Fig. 1: clock routing
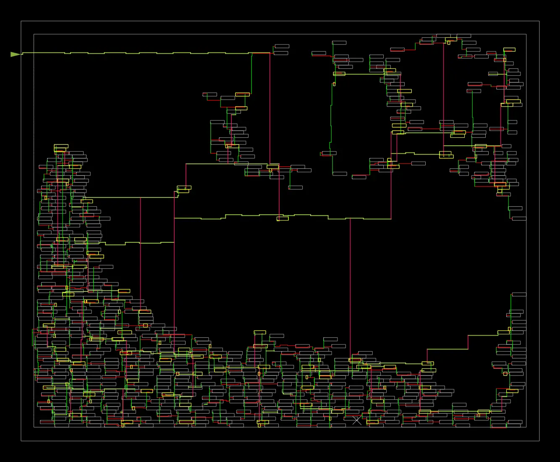
Fig. 2: port wiring
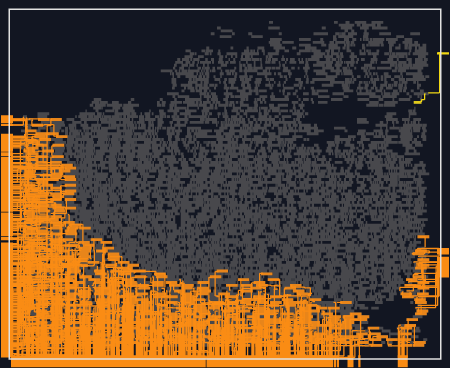
Fig. 3: sequential cells grouped by signal name
Scale bar: 100 um. Other sequential cells in the stronger grey, the rest of the logic in the fainter grey.
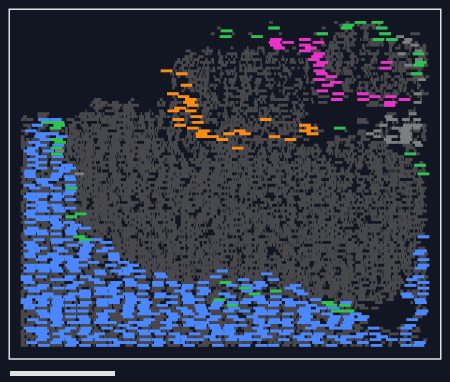
Fig. 4: routed metal, one colour a layer
Scale bar: 100 um.
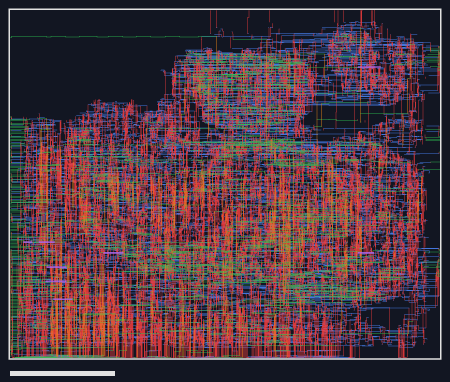
Fig. 5: sizing map
Scale bar: 100 um.
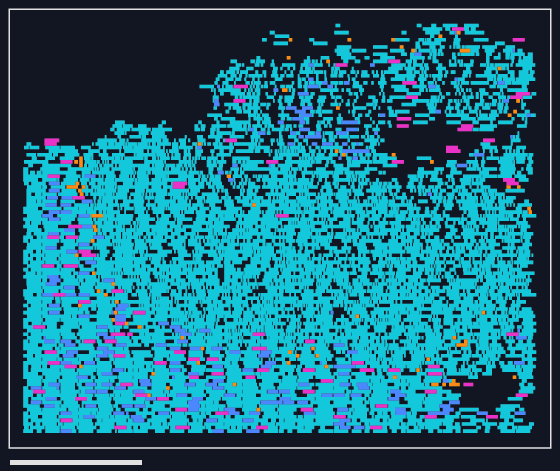
--- src/rtl/sys_types.sv ---
// Shared scalar types and requantization parameter bundle for the output datapath.
package sys_types;

  typedef logic signed [7:0]  int8_t;
  typedef logic signed [31:0] int32_t;
  typedef logic signed [63:0] int64_t;

  typedef struct packed {
    int32_t     mult;
    logic [4:0] shift;
    int8_t      zp;
  } requant_params_t;

  typedef enum logic {
    IDLE  = 1'b0,
    DRAIN = 1'b1
  } drain_state_t;

  localparam int8_t INT8_MIN = -8'sd128;
  localparam int8_t INT8_MAX = 8'sd127;

endpackage

--- src/rtl/requant_pipe.sv ---
// Three-stage int32 -> int8 requantizer: Q31 multiply, rounding shift, zero point + clamp.
module requant_pipe
  import sys_types::*;
#(
  parameter int DATA_W = 32,
  parameter int COEF_W = 32,
  parameter int IDX_W  = 4
) (
  input  logic                     clk,
  input  logic                     reset,
  input  logic                     adv,
  input  logic                     in_vld,
  input  logic signed [DATA_W-1:0] in_acc,
  input  logic [IDX_W-1:0]         in_idx,
  input  logic                     in_last,
  input  requant_params_t          prm,
  output logic                     out_valid,
  output logic signed [7:0]        out_data,
  output logic [IDX_W-1:0]         out_idx,
  output logic                     out_last
);

  localparam int PROD_W = DATA_W + COEF_W;
  localparam logic signed [PROD_W-1:0] MUL_HALF = PROD_W'(1) <<< (COEF_W - 2);
  localparam logic signed [PROD_W-1:0] DATA_MAX = PROD_W'({1'b0, {(DATA_W-1){1'b1}}});

  // Only MIN*MIN can exceed the positive range after rounding; it saturates.
  function automatic logic signed [DATA_W-1:0] mul_round(input logic signed [DATA_W-1:0] a,
                                                          input logic signed [COEF_W-1:0] m);
    logic signed [PROD_W-1:0] q;
    q = a * m;
    q = (q + MUL_HALF) >>> (COEF_W - 1);
    if (q > DATA_MAX) return {1'b0, {(DATA_W-1){1'b1}}};
    return q[DATA_W-1:0];
  endfunction

  function automatic logic signed [DATA_W:0] shift_round(input logic signed [DATA_W-1:0] v,
                                                          input logic [4:0] sh);
    logic signed [DATA_W:0] x;
    logic signed [DATA_W:0] rnd;
    x = v;
    if (sh == 5'd0) return x;
    rnd = '0;
    rnd[sh - 5'd1] = 1'b1;
    x = x + rnd;
    return x >>> sh;
  endfunction

  function automatic int8_t sat_int8(input logic signed [DATA_W:0] r, input int8_t zp);
    logic signed [DATA_W+1:0] s;
    s = r + zp;
    if (s < INT8_MIN) return INT8_MIN;
    if (s > INT8_MAX) return INT8_MAX;
    return s[7:0];
  endfunction

  logic                     vld_p0, vld_p1, vld_p2;
  logic signed [DATA_W-1:0] hi_p0;
  logic signed [DATA_W:0]   r_p1;
  int8_t                    data_p2;
  logic [IDX_W-1:0]         idx_p0, idx_p1, idx_p2;
  logic                     last_p0, last_p1, last_p2;

  always_ff @(posedge clk) begin
    if (reset) begin
      vld_p0 <= 1'b0;
      vld_p1 <= 1'b0;
      vld_p2 <= 1'b0;
    end else if (adv) begin
      vld_p0 <= in_vld;
      vld_p1 <= vld_p0;
      vld_p2 <= vld_p1;
    end
  end

  // p0: fixed-point multiply; p1: rounding shift
  always_ff @(posedge clk) begin
    if (adv) begin
      hi_p0   <= mul_round(in_acc, prm.mult);
      idx_p0  <= in_idx;
      last_p0 <= in_last;
      r_p1    <= shift_round(hi_p0, prm.shift);
      idx_p1  <= idx_p0;
      last_p1 <= last_p0;
    end
  end

  // p2: zero point and clamp, doubles as the output register
  always_ff @(posedge clk) begin
    if (reset) begin
      data_p2 <= '0;
      idx_p2  <= '0;
      last_p2 <= 1'b0;
    end else if (adv) begin
      data_p2 <= sat_int8(r_p1, prm.zp);
      idx_p2  <= idx_p1;
      last_p2 <= last_p1;
    end
  end

  assign out_valid = vld_p2;
  assign out_data  = data_p2;
  assign out_idx   = idx_p2;
  assign out_last  = last_p2;

endmodule

--- src/rtl/acc_drain_requant.sv ---
// Snapshots the accumulator array on a drain command and streams requantized int8 beats.
module acc_drain_requant
  import sys_types::*;
#(
  parameter int N_ACC = 16,
  parameter int IDX_W = $clog2(N_ACC)
) (
  input  logic                  clk,
  input  logic                  reset,
  input  logic                  drain_start,
  input  logic [N_ACC*32-1:0]   acc_in,
  input  logic signed [31:0]    mult_in,
  input  logic [4:0]            shift_in,
  input  logic signed [7:0]     zp_in,
  output logic                  acc_clear,
  output logic                  busy,
  output logic                  out_valid,
  input  logic                  out_ready,
  output logic signed [7:0]     out_data,
  output logic [IDX_W-1:0]      out_idx,
  output logic                  out_last
);

  localparam logic [IDX_W:0]   BEATS    = (IDX_W + 1)'(N_ACC);
  localparam logic [IDX_W-1:0] LAST_IDX = IDX_W'(N_ACC - 1);

  drain_state_t    state, state_next;
  logic [IDX_W:0]  issue_cnt;
  int32_t          shadow_acc [N_ACC];
  requant_params_t shadow_prm;
  logic            adv, capture, issue, issue_last;

  always_comb begin
    adv        = !out_valid || out_ready;
    capture    = (state == IDLE) && drain_start;
    issue      = (state == DRAIN) && (issue_cnt < BEATS) && adv;
    issue_last = (issue_cnt[IDX_W-1:0] == LAST_IDX);
  end

  always_comb begin
    state_next = state;
    case (state)
      IDLE:    if (drain_start) state_next = DRAIN;
      DRAIN:   if (out_valid && out_ready && out_last) state_next = IDLE;
      default: state_next = IDLE;
    endcase
  end

  always_ff @(posedge clk) begin
    if (reset) begin
      state     <= IDLE;
      issue_cnt <= '0;
      acc_clear <= 1'b0;
    end else begin
      state     <= state_next;
      acc_clear <= capture;
      if (capture) issue_cnt <= '0;
      else if (issue) issue_cnt <= issue_cnt + 1'b1;
    end
  end

  // Shadow copy frees the array to reload bias while the drain proceeds.
  always_ff @(posedge clk) begin
    if (capture) begin
      for (int i = 0; i < N_ACC; i++) shadow_acc[i] <= acc_in[32*i +: 32];
      shadow_prm <= '{mult: mult_in, shift: shift_in, zp: zp_in};
    end
  end

  assign busy = (state == DRAIN);

  requant_pipe #(
    .DATA_W (32),
    .COEF_W (32),
    .IDX_W  (IDX_W)
  ) u_pipe (
    .clk       (clk),
    .reset     (reset),
    .adv       (adv),
    .in_vld    (issue),
    .in_acc    (shadow_acc[issue_cnt[IDX_W-1:0]]),
    .in_idx    (issue_cnt[IDX_W-1:0]),
    .in_last   (issue_last),
    .prm       (shadow_prm),
    .out_valid (out_valid),
    .out_data  (out_data),
    .out_idx   (out_idx),
    .out_last  (out_last)
  );

endmodule

--- config.mk ---
export PLATFORM = sky130hd
export DESIGN_NAME = acc_drain_requant
export DESIGN_NICKNAME = d
export VERILOG_FILES = /design/src/rtl/sys_types.sv /design/src/rtl/requant_pipe.sv /design/src/rtl/acc_drain_requant.sv
export SDC_FILE = /design/constraint.sdc
export NUM_CORES = 2
export LEC_CHECK = 0
export ABC_AREA = 0
export CAP_MARGIN = 20
export CORE_ASPECT_RATIO = 0.8
export CORE_MARGIN = 10
export CORE_UTILIZATION = 55
export DETAILED_ROUTE_END_ITERATION = 6
export PLACE_DENSITY = 0.8
export SLEW_MARGIN = 20
export SYNTH_ARGS = -nofsm -noshare
export SYNTH_HDL_FRONTEND = slang
export SYNTH_SLANG_ARGS = --single-unit
--- constraint.sdc ---
create_clock -name clk -period 14.6 [get_ports clk]
set_clock_uncertainty 0.1 [all_clocks]
set_input_delay 2.92 -clock clk [delete_from_list [all_inputs] [get_ports clk]]
set_output_delay 2.92 -clock clk [all_outputs]
set_load 0.01 [all_outputs]
==> metrics.yaml <==
clock_path_buffers: 3
hold_buffers: 0
netlist_area_sq_um: 66630
violations: "design-rule violations"
drtIter0Drc: 4680
synth-seq-cells: 659
ys_seq_frac: 0.2929
post_cts_resized: 0
cp-start-kind: "flip-flop"
dp_hpwl_um: 151300
cts_root_buffer: "clkbuf_16"
yosys_area_sq_um: 66630
post-route-util: 0.6340
worstSetupPathType: "reg2reg"
worst_slack_ps: 3183
largest_area_cell: "fa_1"
place_inst: 7788
antenna_found_initial: 62
wl_per_cell_um: 25.22
seq_area_sq_um: 19530
fin_tns_setup_ps: 0
worstMarginPinSlew_ps: 1145
core_sq_um: 120500
lay_top_count: "fa_1"
post_cts_buffers: 0
max_freq_mhz: 87.59
hold_viol: 0
cts.sinks: 659
ioPinCount: 577
portBuffers: 576
synthCells: 5823
grt-ovfl-total: 0
synth-edff-count: 632
nFillCells: 8983
drtAntennaViolNets: 0
mi_logic_area_sq_um: 42200
groute.usage.overall: 0.2962
layout_top_cells: "1084 x fa_1, 990 x inv_1, 636 x nand2_1"
drv_slew: 0
fp-utilization: 0.5528
route.detailed.drc: 1
setup_viol_count_final: 0
die_w_um: 409.2
cts.clk_slew.worst_paths_ps: 60
drive_gt1_frac: 0.06315
die_h_um: 331.3
min_from: "u_pipe.idx_p0[1]"
htree_levels: 3
status: "finished with violations"
max_stage_delay_ps: 870
vias: 47580
tool_warnings: 39
maxCapViolCount: 0
tritoncts: "built"
fp_nets: 7712
routabilityCongestion: 0.9075
worstPathArrival_ps: 11730
yosysWarningCount: 0
hold_class: "reg2reg"
routed_via_density: 5.972
ys.flop_type: "edfxtp_1"
final_cells: 7967
wirelength_um: 200900
top_area_frac: 0.3257
grt_pass1_wl_um: 309100
grt_pass1_vias: 51830
ys_cells: 5823
path_max_fanout: 74
maxSlewHeadroom: 0.2341
crit_path_frequent_cell: "fa_1"
final_nets: 8125
required_ps: 14920
grt_max_degree: 202
dp_slack_ps: 3126
area_growth_pct: 14.68
slowest_stage: "mux4_2"
fin_crit_ps: 11420
drt_pre_antenna_iters: 7
dieArea_sq_um: 135600
fin_crit_sh: 0.7820
rsz0062_at_grt: "false"
endpoint_kind: "flip-flop"
topCellsByArea: "fa_1 33%, edfxtp_1 28%, mux4_2 5.7%"
synth-async-reset-ratio: 0
ys_types: 91
avgSynthCellArea_sq_um: 11.44
num_rows: 114
Notes on Fig. 1 above:
total CTS buffers: 68
clk ins delay skew pair: 710 ps

Notes on Fig. 2 above:
`acc_in`: in orange, direction input, end cells 512, wire 32.1 mm. `out_valid`: in yellow, direction output, end cells 1, wire 61.9 um.

Notes on Fig. 3 above:
`shadow_acc`: in blue, flops 512. `u_pipe.hi_p0`: in orange, flops 32. `shadow_prm`: in green, flops 45, where widely spread. `u_pipe.r_p1`: in magenta, flops 33, where north-east.
Another 37 sequential cells are not coloured.

Notes on Fig. 4 above:
met1: in blue, wire length 73.9 mm. met2: in red, wire length 95.6 mm. met4: in orange, wire length 9570 um. met5: in purple, wire length 125 um. met3: in green, wire length 21.7 mm.

Notes on Fig. 5 above:
drive 2: in blue, cells 226, most used mux4_2. drive 3 to 4: in orange, cells 80, most used buf_4. drive 1 or less: in cyan, cells 5890, most used fa_1. drive 6 and up: in magenta, cells 91, most used clkbuf_16.

[logic make-up after synthesis]
| family | Yosys count | synth area share |
|---|---|---|
| muxes | 237 | 0.06764 |
| and+or+nand+nor | 1576 | 0.1174 |
| buffers and inverters | 1305 | 0.07417 |
| xor gates and xnor gates | 84 | 0.01104 |
| DFF | 659 | 0.2929 |
| AOI/OAI and AO/OA | 634 | 0.06536 |
| adders and majority gates | 1328 | 0.3715 |
[state kept, by name (all words and copies together) (netlist names), named ones only]
signal,cells
shadow_acc,512
shadow_prm,45
u_pipe.r_p1,33
u_pipe.hi_p0,32
u_pipe.out_data,8
issue_cnt,5
u_pipe.idx_p0,4
u_pipe.idx_p1,4
u_pipe.out_idx,4
acc_clear,1
busy,1
u_pipe.last_p0,1
u_pipe.last_p1,1
u_pipe.out_last,1
u_pipe.out_valid,1
u_pipe.vld_p0,1
u_pipe.vld_p1,1
[critical path, delay by kind of cell, from the launching register on]
family | cells | cell delay, ps
fa+ha+maj | 9 | 4320
simple gates | 7 | 1960
mux | 2 | 1440
buf+inv | 9 | 1340
compound gates | 4 | 1180
flops | 1 | 570
[cells in the mapped netlist, types with 5 or more instances]
master / n
mux2_2: 16
o21a_1: 20
xnor2_1: 54
a21o_1: 93
inv_1: 992
nor3b_1: 5
buf_2: 14
edfxtp_1: 632
mux4_2: 169
buf_1: 18
clkbuf_1: 272
a21oi_1: 170
nand3_1: 39
o2111ai_1: 6
o21ai_0: 69
xor2_1: 30
and3_1: 25
or2_2: 5
or3_1: 19
o21bai_1: 20
nor3_1: 47
fa_1: 1084
nor2_1: 164
a2111oi_0: 8
nand2_1: 636
mux2i_1: 52
or4_1: 8
a211oi_1: 27
o211ai_1: 39
a221oi_1: 21
and4_1: 10
o22ai_1: 12
o21ai_1: 9
o31a_1: 7
nor4_1: 12
ha_1: 244
and2_1: 510
nand2b_1: 40
nor2b_1: 13
a21boi_0: 10
a211o_1: 13
a31oi_1: 21
dfxtp_1: 27
o31ai_1: 12
nand4_1: 30
[worst paths after layout]
check / endpoint / slack (ps) / cells after the start
max: u_pipe.hi_p0[18] / 3180 / 31
min: u_pipe.idx_p1[1] / 320 / 0
max reg2reg: u_pipe.hi_p0[18] / 3180 / 31
min reg2reg: u_pipe.idx_p1[1] / 320 / 0
[per-layer routing]
| layer | vias up | wire [um] | GRT usage |
|---|---|---|---|
| li1 | 19890 | - | - |
| met1 | 24210 | 73900 | 0.3756 |
| met2 | 2864 | 95610 | 0.4708 |
| met3 | 596 | 21710 | 0.08366 |
| met4 | 16 | 9567 | 0.1394 |
| met5 | - | 125 | 0 |
[per-stage QoR]
stage	hold slack [ps]	area [sq um]
6_report	320.1	76410
5_1_grt	337.1	76400
4_1_cts	321.4	76210
3_5_place_dp	308.1	73870
3_3_place_gp	301.1	73870
2_1_floorplan	300.3	66640
[layout make-up]
cell class / count / share of cell area
Antenna cell: 56 / 0.001834
Clock buffer: 72 / 0.02247
Clock inverter: 49 / 0.008187
Inverter: 997 / 0.04904
Multi-Input combinational cell: 3859 / 0.5523
Sequential cell: 659 / 0.2556
Tap cell: 1624 / 0.02659
Timing Repair Buffer: 651 / 0.08405
